==> config.mk <==
export PLATFORM = sky130hd
export DESIGN_NAME = calc1_port_sequencer
export DESIGN_NICKNAME = d
export VERILOG_FILES = /design/src/rtl/calc1_port_sequencer.sv
export SDC_FILE = /design/constraint.sdc
export NUM_CORES = 1
export LEC_CHECK = 0
export CAP_MARGIN = 20
export CELL_PAD_IN_SITES_DETAIL_PLACEMENT = 1
export CELL_PAD_IN_SITES_GLOBAL_PLACEMENT = 2
export CORE_AREA = 3 3 144 251
export DETAILED_ROUTE_END_ITERATION = 10
export DIE_AREA = 0 0 147 254
export PLACE_DENSITY = 0.84
export SYNTH_ARGS = -nofsm -noshare
export SYNTH_HDL_FRONTEND = slang
export SYNTH_SLANG_ARGS = --single-unit
==> constraint.sdc <==
create_clock -name c_clk -period 4.89 [get_ports c_clk]
set_input_delay 0.978 -clock c_clk [delete_from_list [all_inputs] [get_ports c_clk]]
set_output_delay 0.978 -clock c_clk [all_outputs]
set_load 0.02 [all_outputs]
==> src/rtl/calc1_port_sequencer.sv <==
// ---------------------------------------------------------------------------
// calc1_port_sequencer
//
// Shares one calc1 command port between NUM_REQ clients. A round-robin
// arbiter picks one pending client, latches its whole transaction, plays it
// onto the calc1 two-cycle input protocol (cmd+op1, then op2), waits for the
// calc1 response (or a timeout) and returns the result to that client.
//
// Ports
//   c_clk          clock, rising edge
//   reset          asynchronous active-low reset
//   req_valid      [NUM_REQ]     client i has a pending transaction
//   req_cmd        [4*NUM_REQ]   client i command, slice [4i+:4]
//   req_op1/op2    [32*NUM_REQ]  client i operands, slice [32i+:32]
//   req_ready      [NUM_REQ]     one-cycle accept pulse to the granted client
//   rsp_valid      [NUM_REQ]     one-cycle result strobe to the granted client
//   rsp_resp/data  result code (3 = timeout) and data, zero outside RESP
//   port_cmd/data  drive calc1 req_cmd_in / req_data_in
//   port_resp/out_data  calc1 out_resp / out_data
//   busy           high whenever the sequencer is not idle
// ---------------------------------------------------------------------------
module calc1_port_sequencer #(
  parameter int unsigned NUM_REQ = 4,
  parameter int unsigned TIMEOUT = 15
) (
  input  logic                    c_clk,
  input  logic                    reset,
  input  logic [NUM_REQ-1:0]      req_valid,
  input  logic [4*NUM_REQ-1:0]    req_cmd,
  input  logic [32*NUM_REQ-1:0]   req_op1,
  input  logic [32*NUM_REQ-1:0]   req_op2,
  output logic [NUM_REQ-1:0]      req_ready,
  output logic [NUM_REQ-1:0]      rsp_valid,
  output logic [1:0]              rsp_resp,
  output logic [31:0]             rsp_data,
  output logic [3:0]              port_cmd,
  output logic [31:0]             port_data,
  input  logic [1:0]              port_resp,
  input  logic [31:0]             port_out_data,
  output logic                    busy
);

  localparam int unsigned IW = (NUM_REQ > 1) ? $clog2(NUM_REQ) : 1;
  localparam int unsigned CW = (TIMEOUT > 1) ? $clog2(TIMEOUT) : 1;

  typedef enum logic [2:0] {
    S_IDLE,
    S_OP1,
    S_OP2,
    S_WAIT,
    S_RESP
  } state_e;

  state_e state_q, state_d;

  logic [IW-1:0]      last_grant_q, last_grant_d;
  logic [IW-1:0]      grant_q, grant_d;
  logic [3:0]         cmd_q, cmd_d;
  logic [31:0]        op1_q, op1_d;
  logic [31:0]        op2_q, op2_d;
  logic [1:0]         resp_q, resp_d;
  logic [31:0]        rdata_q, rdata_d;
  logic [CW-1:0]      cnt_q, cnt_d;
  logic [NUM_REQ-1:0] ready_q, ready_d;

  // Arbiter / payload selection
  logic               pick_found;
  logic [IW-1:0]      pick_idx;
  logic [IW-1:0]      cand;
  logic [3:0]         sel_cmd;
  logic [31:0]        sel_op1;
  logic [31:0]        sel_op2;

  logic               wait_hit;
  logic               wait_expired;

  // Round-robin: scan upward from the requester after last_grant, wrapping.
  always_comb begin
    pick_found = 1'b0;
    pick_idx   = '0;
    cand       = '0;
    for (int unsigned k = 1; k <= NUM_REQ; k++) begin
      cand = IW'((32'(last_grant_q) + k) % NUM_REQ);
      if (!pick_found && req_valid[cand]) begin
        pick_found = 1'b1;
        pick_idx   = cand;
      end
    end
  end

  always_comb begin
    sel_cmd = '0;
    sel_op1 = '0;
    sel_op2 = '0;
    for (int unsigned i = 0; i < NUM_REQ; i++) begin
      if (pick_idx == IW'(i)) begin
        sel_cmd = req_cmd[4*i +: 4];
        sel_op1 = req_op1[32*i +: 32];
        sel_op2 = req_op2[32*i +: 32];
      end
    end
  end

  assign wait_hit     = (port_resp != 2'd0);
  assign wait_expired = (cnt_q == CW'(TIMEOUT - 1));

  // State register
  always_ff @(posedge c_clk or negedge reset) begin
    if (!reset) begin
      state_q <= S_IDLE;
    end else begin
      state_q <= state_d;
    end
  end

  // Next-state logic
  always_comb begin
    state_d = state_q;
    unique case (state_q)
      S_IDLE: begin
        if (pick_found) begin
          state_d = (sel_cmd != 4'd0) ? S_OP1 : S_RESP;
        end
      end
      S_OP1:  state_d = S_OP2;
      S_OP2:  state_d = S_WAIT;
      S_WAIT: begin
        if (wait_hit || wait_expired) begin
          state_d = S_RESP;
        end
      end
      S_RESP: state_d = S_IDLE;
      default: state_d = S_IDLE;
    endcase
  end

  // Datapath next values
  always_comb begin
    last_grant_d = last_grant_q;
    grant_d      = grant_q;
    cmd_d        = cmd_q;
    op1_d        = op1_q;
    op2_d        = op2_q;
    resp_d       = resp_q;
    rdata_d      = rdata_q;
    cnt_d        = cnt_q;
    ready_d      = '0;
    unique case (state_q)
      S_IDLE: begin
        if (pick_found) begin
          grant_d = pick_idx;
          cmd_d   = sel_cmd;
          op1_d   = sel_op1;
          op2_d   = sel_op2;
          ready_d = NUM_REQ'(1) << pick_idx;
          // A null command is answered locally without touching the port.
          if (sel_cmd == 4'd0) begin
            resp_d  = 2'd2;
            rdata_d = '0;
          end
        end
      end
      S_OP2: begin
        cnt_d = '0;
      end
      S_WAIT: begin
        // A response arriving on the timeout edge takes priority.
        if (wait_hit) begin
          resp_d  = port_resp;
          rdata_d = port_out_data;
        end else if (wait_expired) begin
          resp_d  = 2'd3;
          rdata_d = '0;
        end else begin
          cnt_d = cnt_q + CW'(1);
        end
      end
      S_RESP: begin
        last_grant_d = grant_q;
      end
      default: ;
    endcase
  end

  always_ff @(posedge c_clk or negedge reset) begin
    if (!reset) begin
      last_grant_q <= IW'(NUM_REQ - 1);
      grant_q      <= '0;
      cmd_q        <= '0;
      op1_q        <= '0;
      op2_q        <= '0;
      resp_q       <= '0;
      rdata_q      <= '0;
      cnt_q        <= '0;
      ready_q      <= '0;
    end else begin
      last_grant_q <= last_grant_d;
      grant_q      <= grant_d;
      cmd_q        <= cmd_d;
      op1_q        <= op1_d;
      op2_q        <= op2_d;
      resp_q       <= resp_d;
      rdata_q      <= rdata_d;
      cnt_q        <= cnt_d;
      ready_q      <= ready_d;
    end
  end

  // Output decode: everything depends only on state and latched registers,
  // so an asynchronous reset drops the port back to cmd=0/data=0 at once.
  always_comb begin
    port_cmd  = '0;
    port_data = '0;
    rsp_valid = '0;
    rsp_resp  = '0;
    rsp_data  = '0;
    req_ready = ready_q;
    busy      = (state_q != S_IDLE);
    unique case (state_q)
      S_OP1: begin
        port_cmd  = cmd_q;
        port_data = op1_q;
      end
      S_OP2: begin
        port_data = op2_q;
      end
      S_RESP: begin
        rsp_valid = NUM_REQ'(1) << grant_q;
        rsp_resp  = resp_q;
        rsp_data  = rdata_q;
      end
      default: ;
    endcase
  end

endmodule

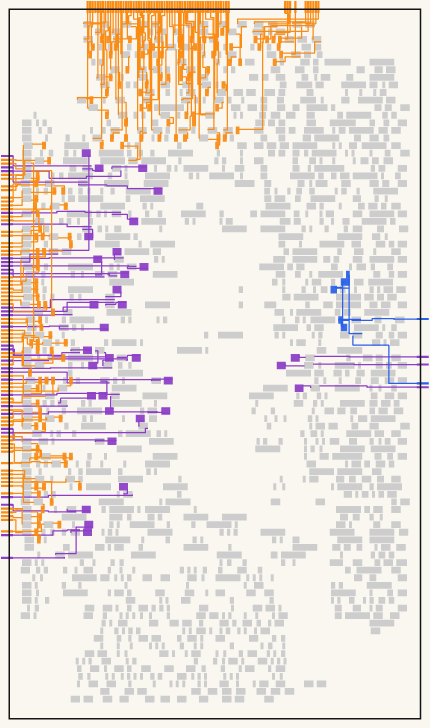
Figure 1: wires at chosen ports, followed through buffers.
| colour | port | bits | direction | edge | end cells | buffers | wire |
|---|---|---|---|---|---|---|---|
| orange | req_op2 | 128 | input | 66 top, 62 left | 128 | 128 | 3070 um |
| purple | port_data | 32 | output | 29 left, 3 right | 32 | 32 | 1490 um |
| blue | port_resp | 2 | input | right | 5 | 2 | 130 um |
I/O Buffers: 390
number of placed I/O pins: 391

==> flow_summary.html <==
<p>Metrics extracted from the flow reports.</p>
<table>
<tr><th>Metric</th><th>Value</th></tr>
<tr><th colspan="2">Placed design</th></tr>
<tr><td>Placed cells</td><td>1831</td></tr>
<tr><td>Dpl cell area</td><td>11810 um^2</td></tr>
<tr><td>Routability congestion estimate</td><td>0.8036</td></tr>
<tr><td>Dpl hpwl</td><td>28400 um</td></tr>
<tr><th colspan="2">Power and ir drop</th></tr>
<tr><td>Final Power</td><td>0.007175 W</td></tr>
<tr><td>Gate power share</td><td>0.556</td></tr>
<tr><td>Combinational logic power</td><td>0.00399 W</td></tr>
<tr><td>P per Cell Area</td><td>576.8 nW/um^2</td></tr>
<tr><td>Pwr top</td><td>combinational cells</td></tr>
<tr><td>VDD IR max</td><td>0.0002654 V</td></tr>
<tr><td>Leakage dissipation</td><td>5.270 nW</td></tr>
<tr><td>Power in sequential cells</td><td>0.00183 W</td></tr>
<tr><td>Clock power frac</td><td>0.190</td></tr>
<tr><td>Switching power as a share of total power</td><td>0.4550</td></tr>
<tr><td>Switching component of the power</td><td>0.003265 W</td></tr>
<tr><td>Clock network power consumption</td><td>0.00136 W</td></tr>
<tr><td>Sequential fraction of design power</td><td>0.255</td></tr>
<tr><td>Design internal power</td><td>0.003910 W</td></tr>
<tr><th colspan="2">Worst setup path</th></tr>
<tr><td>CP Class</td><td>reg -&gt; out</td></tr>
<tr><td>Reg2reg end</td><td>rdata_q[29]$_DFFE_PN0P_</td></tr>
<tr><td>CP Launch Point</td><td>state_q[2]$_DFFE_PN0P_</td></tr>
<tr><td>Reg2reg start</td><td>state_q[2]$_DFFE_PN0P_</td></tr>
<tr><td>Setup crit end kind</td><td>output port</td></tr>
<tr><td>Capture point of the worst path</td><td>port_data[31]</td></tr>
<tr><td>Startpoint types</td><td>flop</td></tr>
<tr><td>Maximum fanout encountered on the critical timing path</td><td>40</td></tr>
<tr><td>Cells traversed along the worst timing path</td><td>nor2_1 &gt; and2_1 &gt; buf_4 &gt; a22o_1 &gt; clkdlybuf4s50_1</td></tr>
<tr><td>Delay contributed by the slowest stage of the critical path</td><td>0.80 ns</td></tr>
<tr><td>Arrival time at the worst endpoint</td><td>3.07 ns</td></tr>
<tr><td>Critical-path top delay cell</td><td>sky130_fd_sc_hd__dfrtp_1</td></tr>
<tr><td>Required time at the endpoint of the critical path</td><td>3.91 ns</td></tr>
<tr><td>Reg-to-reg setup timing slack</td><td>1.82 ns</td></tr>
<tr><td>CP Depth</td><td>5</td></tr>
<tr><td>Number of cells on the worst reg-to-reg path</td><td>7</td></tr>
<tr><td>Buf+Inv Stages, Crit Path</td><td>2</td></tr>
<tr><th colspan="2">Timing</th></tr>
<tr><td>Max-slew headroom</td><td>0.2632</td></tr>
<tr><td>Total Neg Setup Slack</td><td>0 ns</td></tr>
<tr><td>Number of max-slew violations in the final report</td><td>0</td></tr>
<tr><td>Post-layout period usage of the worst path</td><td>0.8269</td></tr>
<tr><td>Final setup violation count</td><td>0</td></tr>
<tr><td>Minimum period implied by the final worst setup slack</td><td>4.044 ns</td></tr>
<tr><td>Slew at the pin closest to its max-slew limit</td><td>1.105 ns</td></tr>
<tr><td>Final Skew</td><td>0.008109 ns</td></tr>
<tr><td>Hold Fails Final Rpt</td><td>0</td></tr>
<tr><th colspan="2">Cells and area</th></tr>
<tr><td>Number of standard cells in the final layout excluding fillers</td><td>1863</td></tr>
<tr><td>Diodes inserted</td><td>0</td></tr>
<tr><td>Number of nets in the final layout</td><td>1704</td></tr>
<tr><td>Area growth from synthesis to layout</td><td>65.37%</td></tr>
<tr><td>Fraction of final layout cells with drive strength greater than 1</td><td>0.06201</td></tr>
<tr><td>Post-route cell area</td><td>12440 um^2</td></tr>
<tr><th colspan="2">Clock network</th></tr>
<tr><td>Number of levels the H-tree was split into</td><td>4</td></tr>
<tr><td>Count of hold buffers inserted by post-cts repair</td><td>0</td></tr>
<tr><td>CTS tree</td><td>done</td></tr>
<tr><td># Post-CTS Setup Buffers</td><td>0</td></tr>
<tr><td>PostCTS Resize Cnt</td><td>0</td></tr>
<tr><td>Library cell used as clock root buffer</td><td>sky130_fd_sc_hd__clkbuf_16</td></tr>
<tr><td>Clock tree sinks</td><td>117</td></tr>
<tr><td>Clock edge transition at the registers on the reported setup and hold paths</td><td>0.06 ns</td></tr>
<tr><td>Clock buffer depth</td><td>2</td></tr>
<tr><td>Insertion delay to the later sink of the worst-skew pair</td><td>0.43 ns</td></tr>
<tr><th colspan="2">Floorplan</th></tr>
<tr><td>Core Area</td><td>34460 um^2</td></tr>
<tr><td>Horiz. Die Dim</td><td>147 um</td></tr>
<tr><td>Chip Height</td><td>254 um</td></tr>
<tr><td>Chip area</td><td>37340 um^2</td></tr>
<tr><td>Floorplan Utilization</td><td>0.2183</td></tr>
<tr><td>Total number of placement rows</td><td>90</td></tr>
<tr><th colspan="2">Routing</th></tr>
<tr><td>Met3 Wirelength</td><td>2194 um</td></tr>
<tr><td>Via count of the routed design</td><td>8688</td></tr>
<tr><td>Post-route DRC</td><td>0</td></tr>
<tr><td>DR vias/cell</td><td>4.663</td></tr>
<tr><td>Post-route met1 wirelength</td><td>13350 um</td></tr>
<tr><td>Overall routed net length</td><td>36690 um</td></tr>
<tr><td>DR iter-0 viols</td><td>298</td></tr>
<tr><td>Post-route ant nets</td><td>0</td></tr>
<tr><td>Drt first pass iters</td><td>4</td></tr>
<tr><td>Top layer in use</td><td>met5</td></tr>
<tr><td>Mean routed wirelength per cell</td><td>19.69 um</td></tr>
<tr><td>Total length of routed met2 wires</td><td>20290 um</td></tr>
<tr><th colspan="2">Synthesis</th></tr>
<tr><td>Most popular library cell in the synthesized design by count</td><td>sky130_fd_sc_hd__nand2_1</td></tr>
<tr><td>Count of unique library cells instantiated by Yosys</td><td>48</td></tr>
<tr><td>Mapped Avg Cell Area</td><td>7.178 um^2</td></tr>
<tr><td>Post-synth top cells</td><td>239 x sky130_fd_sc_hd__nand2_1, 203 x sky130_fd_sc_hd__nor2_1, 134 x sky130_fd_sc_hd__o21ai_0</td></tr>
<tr><td>Dominant cell type by area after synthesis</td><td>sky130_fd_sc_hd__dfrtp_1</td></tr>
<tr><td>Total of warnings raised by yosys</td><td>0</td></tr>
<tr><td>Flops after synth</td><td>117</td></tr>
<tr><td>Count of mapped cells out of synthesis</td><td>1048</td></tr>
<tr><td>Cell area leaders</td><td>sky130_fd_sc_hd__dfrtp_1 38%, sky130_fd_sc_hd__nand2_1 12%, sky130_fd_sc_hd__nor2_1 10%</td></tr>
<tr><td>Most used DFF post-synth</td><td>sky130_fd_sc_hd__dfrtp_1</td></tr>
<tr><td>Yosys chip area</td><td>7522 um^2</td></tr>
<tr><td>Number of standard cells reported by yosys</td><td>1048</td></tr>
<tr><td>Seq/Total Area, Yosys</td><td>0.3896</td></tr>
<tr><td>Area leader share</td><td>0.3826</td></tr>
<tr><td>Asr flop ratio synth</td><td>1.000</td></tr>
<tr><td>Post-synthesis cell area</td><td>7522 um^2</td></tr>
<tr><th colspan="2">GRT</th></tr>
<tr><td>Antenna violations before repair</td><td>1</td></tr>
<tr><td>Total gr overflow</td><td>0</td></tr>
<tr><td>Met2 Usage GRT</td><td>0.3725</td></tr>
<tr><td>Global-route wire length before repair</td><td>54030 um</td></tr>
<tr><td>Number of global-route vias before repair</td><td>9163</td></tr>
<tr><td>Maximum number of pins on one net before global-route repair</td><td>131</td></tr>
<tr><td>Routing usage on met3</td><td>0.05352</td></tr>
<tr><td>GR Layer Usage met1</td><td>0.1932</td></tr>
<tr><th colspan="2">Run</th></tr>
<tr><td>Max-cap viol count</td><td>0</td></tr>
<tr><td>Total number of warnings across the stage logs</td><td>29</td></tr>
<tr><th colspan="2">Outcome</th></tr>
<tr><td>Status</td><td>completed</td></tr>
<tr><th colspan="2">Hold path</th></tr>
<tr><td>Kind of path behind the tightest hold check</td><td>reg -&gt; reg</td></tr>
</table>
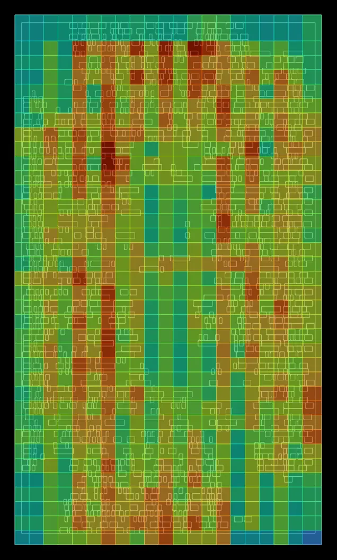
Figure 2: track usage over the die.
Total GRT Usage: 0.1903
most used routing layer: met2
core occupancy in the finished layout: 0.3610

-- area by class of cell --
cell class,instances,area [um^2]
Fill cell,4216,22020
Multi-Input combinational cell,841,4195
Timing Repair Buffer,410,4093
Sequential cell,117,2930
Tap cell,460,575.6
Clock buffer,20,456.7
Clock inverter,12,177.7
Inverter,3,11.26
-- per-stage QoR --
stage,utilization,setup WS [ns],hold slack [ns]
final,0.3610,0.8463,0.4769
after global routing,0.3610,0.6718,0.4952
after CTS,0.3610,0.7988,0.4800
after detailed placement,0.3426,1.063,0.4672
after global placement,0.3426,1.170,0.4563
after floorplan,-,2.122,0.4402
-- how the worst min path moves through the flow --
stage	to	slack [ns]	start	cells after the start
after floorplan	cmd_q[0]$_DFFE_PN0P_	0.44	cmd_q[0]$_DFFE_PN0P_	2
after global placement	cmd_q[3]$_DFFE_PN0P_	0.46	cmd_q[3]$_DFFE_PN0P_	2
after detailed placement	cmd_q[0]$_DFFE_PN0P_	0.47	cmd_q[0]$_DFFE_PN0P_	2
after CTS	cmd_q[0]$_DFFE_PN0P_	0.48	cmd_q[0]$_DFFE_PN0P_	2
after global routing	cmd_q[0]$_DFFE_PN0P_	0.50	cmd_q[0]$_DFFE_PN0P_	2
final	cmd_q[2]$_DFFE_PN0P_	0.48	cmd_q[2]$_DFFE_PN0P_	2
-- layout by cell type, fill, tap and decap left out, types with 3 or more instances in the layout --
cell,synthesis,layout
sky130_fd_sc_hd__clkdlybuf4s50_1,0,389
sky130_fd_sc_hd__nand2_1,239,238
sky130_fd_sc_hd__nor2_1,203,202
sky130_fd_sc_hd__o21ai_0,134,134
sky130_fd_sc_hd__dfrtp_1,115,115
sky130_fd_sc_hd__nand3_1,64,64
sky130_fd_sc_hd__and3_1,35,35
sky130_fd_sc_hd__a22o_1,33,33
sky130_fd_sc_hd__a22oi_1,32,32
sky130_fd_sc_hd__o21ai_2,22,22
sky130_fd_sc_hd__clkbuf_16,0,17
sky130_fd_sc_hd__buf_4,10,17
sky130_fd_sc_hd__a21boi_0,9,9
sky130_fd_sc_hd__o21ai_1,10,9
sky130_fd_sc_hd__a211oi_1,8,8
sky130_fd_sc_hd__and2_1,6,6
sky130_fd_sc_hd__nor3_1,6,6
sky130_fd_sc_hd__o31ai_1,4,4
sky130_fd_sc_hd__clkinvlp_4,0,4
sky130_fd_sc_hd__bufinv_16,0,4
sky130_fd_sc_hd__inv_1,3,3
sky130_fd_sc_hd__nand2b_1,3,3
sky130_fd_sc_hd__buf_12,0,3
-- state kept, by name, summed over array words and instances (netlist names) --
name,cells
cnt_q,4
last_grant_q,2
op2_q,32
cmd_q,4
state_q,3
resp_q,2
rdata_q,32
req_ready,4
grant_q,2
op1_q,32
-- kinds of logic after synthesis --
| kind of cell | after synthesis | synth area share |
|---|---|---|
| DFF | 117 | 0.3896 |
| xor gates and xnor gates | 2 | 0.002329 |
| buffers and inverters | 90 | 0.05655 |
| adders and majority gates | 2 | 0.003326 |
| and+or+nand+nor | 570 | 0.3170 |
| AOI/OAI and AO/OA | 264 | 0.2270 |
| muxes | 3 | 0.004158 |
No activity file was given, so power comes from the tool's default toggle rates.
